### config.mk
export PLATFORM = sky130hd
export DESIGN_NAME = spi_ctrl_regs
export DESIGN_NICKNAME = d
export VERILOG_FILES = /design/src/rtl/spi_ctrl_regs_pkg.sv /design/src/rtl/spi_ctrl_regs_sync.sv /design/src/rtl/spi_ctrl_regs.sv
export SDC_FILE = /design/constraint.sdc
export NUM_CORES = 1
export LEC_CHECK = 0
export ABC_AREA = 1
export CAP_MARGIN = 5
export CORE_UTILIZATION = 40
export DETAILED_ROUTE_END_ITERATION = 8
export PLACE_DENSITY_LB_ADDON = 0.1
export SLEW_MARGIN = 30
export SYNTH_ARGS = -nofsm -noshare
export SYNTH_HDL_FRONTEND = slang
export SYNTH_SLANG_ARGS = --single-unit
### constraint.sdc
create_clock -name clock -period 1.4 [get_ports clock]
set_input_delay 0.28 -clock clock [delete_from_list [all_inputs] [get_ports clock]]
set_output_delay 0.28 -clock clock [all_outputs]
set_load 0.01 [all_outputs]
### src/rtl/spi_ctrl_regs_pkg.sv
// spi_ctrl_pkg
//   Shared definitions for the SPI control-register bank:
//     - state_e      : FSM state encoding (IDLE / SHIFT)
//     - calc_frame_w : frame length in bits (address + data)
//     - calc_cnt_w   : bit-counter width, wide enough to hold FRAME_W+1
//                      (the saturated overrun marker)
package spi_ctrl_pkg;

    typedef enum logic {
        IDLE  = 1'b0,
        SHIFT = 1'b1
    } state_e;

    function automatic int calc_frame_w(input int addr_w, input int data_w);
        return addr_w + data_w;
    endfunction

    // Counter must represent 0..FRAME_W+1, i.e. FRAME_W+2 distinct values.
    function automatic int calc_cnt_w(input int frame_w);
        return $clog2(frame_w + 2);
    endfunction

endpackage

### src/rtl/spi_ctrl_regs_sync.sv
// spi_sync
//   STAGES-deep synchroniser for one asynchronous input, followed by
//   rise/fall detection of the last synced stage against a one-cycle
//   delayed copy.
//   Ports:
//     clk      in   system clock
//     rst_n    in   asynchronous active-low reset
//     async_in in   asynchronous input pin
//     level    out  synchronised level (last stage)
//     rise     out  1 for one cycle when level goes 0 -> 1
//     fall     out  1 for one cycle when level goes 1 -> 0
//   All flops reset to 0. For SS this means a slave select that is already
//   low at reset release produces no falling edge, so no frame starts until
//   SS has been seen high and then low.
module spi_sync #(
    parameter int STAGES = 2
) (
    input  logic clk,
    input  logic rst_n,
    input  logic async_in,
    output logic level,
    output logic rise,
    output logic fall
);

    logic [STAGES-1:0] sync_q;
    logic [STAGES-1:0] sync_d;
    logic              prev_q;
    logic              prev_d;

    always_comb begin
        sync_d = {sync_q[STAGES-2:0], async_in};
        prev_d = sync_q[STAGES-1];
    end

    always_ff @(posedge clk or negedge rst_n) begin
        if (!rst_n) begin
            sync_q <= '0;
            prev_q <= 1'b0;
        end else begin
            sync_q <= sync_d;
            prev_q <= prev_d;
        end
    end

    assign level = sync_q[STAGES-1];
    assign rise  = sync_q[STAGES-1] & ~prev_q;
    assign fall  = ~sync_q[STAGES-1] & prev_q;

endmodule

### src/rtl/spi_ctrl_regs.sv
// spi_ctrl_regs
//   SPI mode-0 slave that receives address+data frames (MSB first, address
//   then data) and writes them into NUM_REGS control registers. A frame is
//   committed atomically when SS deasserts; malformed frames are rejected.
//   Ports:
//     clock      in   system clock
//     reset      in   asynchronous active-low reset
//     SCLK       in   SPI clock (asynchronous)
//     MOSI       in   SPI data (asynchronous)
//     SS         in   SPI slave select, active-low (asynchronous)
//     reg_out    out  flattened registers, reg i at [i*DATA_W +: DATA_W]
//     wr_strobe  out  one-cycle pulse on a committed write
//     wr_addr    out  address of the last committed write
//     frame_err  out  one-cycle pulse on a rejected frame
//     busy       out  high while in SHIFT (registered copy of FSM state)
//   Output handshake: wr_strobe and frame_err are single-cycle event
//   pulses with no ready/back-pressure; they are mutually exclusive and
//   reg_out/wr_addr are already updated in the cycle the pulse is high,
//   so a consumer samples everything together in that one cycle.
//   busy doubles as the observable FSM state (1 = SHIFT, 0 = IDLE).
module spi_ctrl_regs
    import spi_ctrl_pkg::*;
#(
    parameter int                DATA_W      = 8,
    parameter int                NUM_REGS    = 4,
    parameter int                ADDR_W      = 2,
    parameter int                SYNC_STAGES = 2,
    parameter logic [DATA_W-1:0] RESET_VAL   = '0
) (
    input  logic                       clock,
    input  logic                       reset,
    input  logic                       SCLK,
    input  logic                       MOSI,
    input  logic                       SS,
    output logic [NUM_REGS*DATA_W-1:0] reg_out,
    output logic                       wr_strobe,
    output logic [ADDR_W-1:0]          wr_addr,
    output logic                       frame_err,
    output logic                       busy
);

    localparam int FRAME_W = calc_frame_w(ADDR_W, DATA_W);
    localparam int CNT_W   = calc_cnt_w(FRAME_W);

    localparam logic [CNT_W-1:0]  CNT_FULL  = CNT_W'(FRAME_W);
    localparam logic [CNT_W-1:0]  CNT_OVR   = CNT_W'(FRAME_W + 1);
    localparam logic [ADDR_W:0]   NREGS_CMP = (ADDR_W + 1)'(NUM_REGS);

    // ------------------------------------------------------------------
    // Synchronisers
    // ------------------------------------------------------------------
    logic sclk_lvl, sclk_rise, sclk_fall;
    logic mosi_lvl, mosi_rise, mosi_fall;
    logic ss_lvl, ss_rise, ss_fall;

    spi_sync #(.STAGES(SYNC_STAGES)) u_sync_sclk (
        .clk      (clock),
        .rst_n    (reset),
        .async_in (SCLK),
        .level    (sclk_lvl),
        .rise     (sclk_rise),
        .fall     (sclk_fall)
    );

    spi_sync #(.STAGES(SYNC_STAGES)) u_sync_mosi (
        .clk      (clock),
        .rst_n    (reset),
        .async_in (MOSI),
        .level    (mosi_lvl),
        .rise     (mosi_rise),
        .fall     (mosi_fall)
    );

    spi_sync #(.STAGES(SYNC_STAGES)) u_sync_ss (
        .clk      (clock),
        .rst_n    (reset),
        .async_in (SS),
        .level    (ss_lvl),
        .rise     (ss_rise),
        .fall     (ss_fall)
    );

    // Edge/level outputs this block has no use for.
    logic unused_sync;
    assign unused_sync = ^{sclk_lvl, sclk_fall, mosi_rise, mosi_fall, ss_lvl};

    // ------------------------------------------------------------------
    // State
    // ------------------------------------------------------------------
    state_e                                state_q, state_d;
    logic [CNT_W-1:0]                      cnt_q, cnt_d;
    logic [FRAME_W-1:0]                    shreg_q, shreg_d;
    logic [NUM_REGS-1:0][DATA_W-1:0]       regs_q, regs_d;
    logic                                  wr_strobe_q, wr_strobe_d;
    logic                                  frame_err_q, frame_err_d;
    logic [ADDR_W-1:0]                     wr_addr_q, wr_addr_d;
    logic                                  busy_q, busy_d;

    logic [ADDR_W-1:0] frame_addr;
    logic [DATA_W-1:0] frame_data;

    assign frame_addr = shreg_q[FRAME_W-1 -: ADDR_W];
    assign frame_data = shreg_q[DATA_W-1:0];

    always_comb begin
        state_d     = state_q;
        cnt_d       = cnt_q;
        shreg_d     = shreg_q;
        regs_d      = regs_q;
        wr_strobe_d = 1'b0;
        frame_err_d = 1'b0;
        wr_addr_d   = wr_addr_q;

        unique case (state_q)
            IDLE: begin
                if (ss_fall) begin
                    state_d = SHIFT;
                    cnt_d   = '0;
                    shreg_d = '0;
                end
            end
            SHIFT: begin
                // SS rise takes priority over a coincident SCLK rise: the
                // frame is judged on what has been shifted so far.
                if (ss_rise) begin
                    state_d = IDLE;
                    if ((cnt_q == CNT_FULL) && ({1'b0, frame_addr} < NREGS_CMP)) begin
                        for (int i = 0; i < NUM_REGS; i++) begin
                            if ({1'b0, frame_addr} == (ADDR_W + 1)'(i)) begin
                                regs_d[i] = frame_data;
                            end
                        end
                        wr_strobe_d = 1'b1;
                        wr_addr_d   = frame_addr;
                    end else begin
                        frame_err_d = 1'b1;
                    end
                end else if (sclk_rise) begin
                    shreg_d = {shreg_q[FRAME_W-2:0], mosi_lvl};
                    // Saturate one past full so any extra clock is remembered.
                    if (cnt_q != CNT_OVR) begin
                        cnt_d = cnt_q + CNT_W'(1);
                    end
                end
            end
            default: state_d = IDLE;
        endcase

        busy_d = (state_d == SHIFT);
    end

    always_ff @(posedge clock or negedge reset) begin
        if (!reset) begin
            state_q     <= IDLE;
            cnt_q       <= '0;
            shreg_q     <= '0;
            regs_q      <= {NUM_REGS{RESET_VAL}};
            wr_strobe_q <= 1'b0;
            frame_err_q <= 1'b0;
            wr_addr_q   <= '0;
            busy_q      <= 1'b0;
        end else begin
            state_q     <= state_d;
            cnt_q       <= cnt_d;
            shreg_q     <= shreg_d;
            regs_q      <= regs_d;
            wr_strobe_q <= wr_strobe_d;
            frame_err_q <= frame_err_d;
            wr_addr_q   <= wr_addr_d;
            busy_q      <= busy_d;
        end
    end

    // ------------------------------------------------------------------
    // Outputs
    // ------------------------------------------------------------------
    for (genvar g = 0; g < NUM_REGS; g++) begin : g_flat
        assign reg_out[g*DATA_W +: DATA_W] = regs_q[g];
    end

    assign wr_strobe = wr_strobe_q;
    assign frame_err = frame_err_q;
    assign wr_addr   = wr_addr_q;
    assign busy      = busy_q;

endmodule

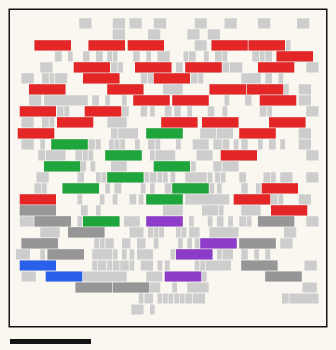
*Sequential cells colored by netlist name*
Scale bar: 20 µm. Other sequential cells in the stronger gray, the rest of the logic in the fainter gray.
- u_sync_ss.sync_q: blue (sequential cells 2)
- reg_out: red (sequential cells 32)
- shreg_q: green (sequential cells 10)
- cnt_q: purple (sequential cells 4; where bottom center)
- not colored: 11
Seq area share: 47.6%
Flop area: 0.00148 mm²

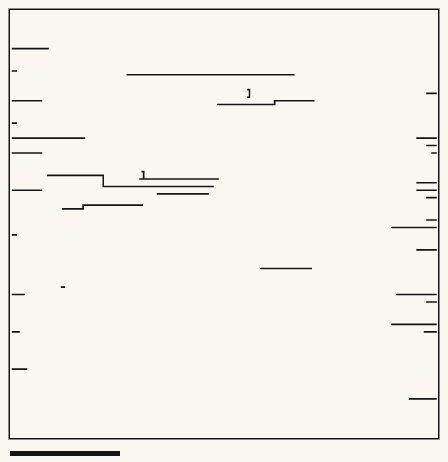
*The metal 3 layer*
Scale bar: 20 µm.
- longest straight run: 30.4 µm
- wire length on this layer: 228 µm
final WL: 4570 µm
vias: 1700
GR Util met3: 5.81%

==> Changelog: implementation <==
## Flow update

- Status: finished, final reports clean
- Max_slew headroom: 79.2%
- Clk pwr share: 44.8%
- Ys async rst share: 100%
- Critical Path RT: 1.61 ns
- WP depth: 6
- CTS sink cnt: 59
- Hold Path End: u_sync_sclk.sync_q[1]
- CP peak stage delay: 0.42 ns
- Clock-pin transition on the worst setup and hold timing paths: 0.06 ns
- CP Capture Type: register
- Starting DRT DRC Count: 66
- Slew @ Worst Pin: 0.312 ns
- Via density: 4.61
- Row cnt: 27
- First-pass GRT wire length: 7560 µm
- Area growth from synthesis to layout: 33.9%
- Final setup margin: 0.0451 ns
- Crit path capture: reg_out[14]
- Cell Type Count: 16
- Die outline area: 0.00610 mm²
- Maximum vdd drop: 0.808 mV
- Chip Width: 78.1 µm
- Comb area: 769 µm²
- XOR-XNOR Cells, Area Fraction: 0.378%
- R2R cell count: 6
- Final instance area: 0.00310 mm²
- Crit-path leading delay family: simple AND/OR/NAND/NOR gates
- NetSw: 0.000973 W
- Post-CTS setup buffers: 1
- Hold depth: 0
- Floorplan Nets: 246
- Cell type with the largest total area: dfrtp_1
- RSZ-0062 raised after global routing: true
- Largest power group: clock
- CP max stage cell: dfrtp_1
- Top cells by area: dfrtp_1 64%, nand2_1 14%, o21ai_1 9.5%
- H-tree depth: 3
- Mux area share: 0%
- Final hold violation count: 0
- Crit-path cells: ha_2, nand3_4, nor2_2, nand2_4, nand2_1, o21ai_1
- Crit path launch: cnt_q[1]
- FMAX: 738 MHz
- Post-route clock period utilization: 96.8%
- Setup TNS: 0 ns
- CP bufs+invs: 0
- Mapped Avg Cell Area: 9.70 µm²
- Adder Share, Synth: 1.08%
- Placed Area: 0.00280 mm²
- Cell count after synthesis: 239
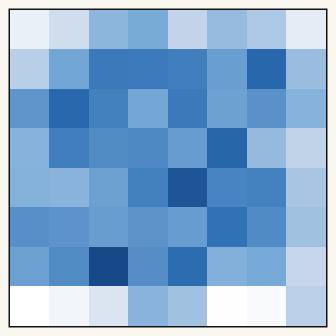
*Placement density heat map*
8 x 8 tiles, from white (low) to dark blue (high), 0 to 100% covered.
- densest ninth of the die: center
- fullest tile: 90%
- tiles over 75% full: 9.4%
final core occ: 56.0%
Core ar.: 0.00554 mm²
initial core utilization: 41.8%

[routing by layer]
layer / part of all wire, % / vias up / global-route usage [%]
li1: - / 860 / -
met1: 49 / 794 / 22.8
met2: 45 / 42 / 24.1
met3: 5.0 / 4 / 5.81
met4: 0.81 / 0 / 7.78
met5: 0 / - / 0
[logic make-up (layout without fill, tap and decap cells)]
group                      after synthesis  in the layout
DFF                                     59             59
buffers and inverters                   27             85
AOI/OAI and AO/OA                       44             44
adders and majority gates                2              2
xor gates and xnor gates                 1              1
and+or+nand+nor                        106            106
[layout make-up]
cell class              count  area share, %
repair buffers             49           14.4
clock buffers              11           4.56
flip-flops and latches     59           47.6
well taps                  72           2.90
clock inverters             5           3.23
inverters                  20           2.58
multi-input cells         153           24.8
No activity file was given, so power comes from the tool's default toggle rates.
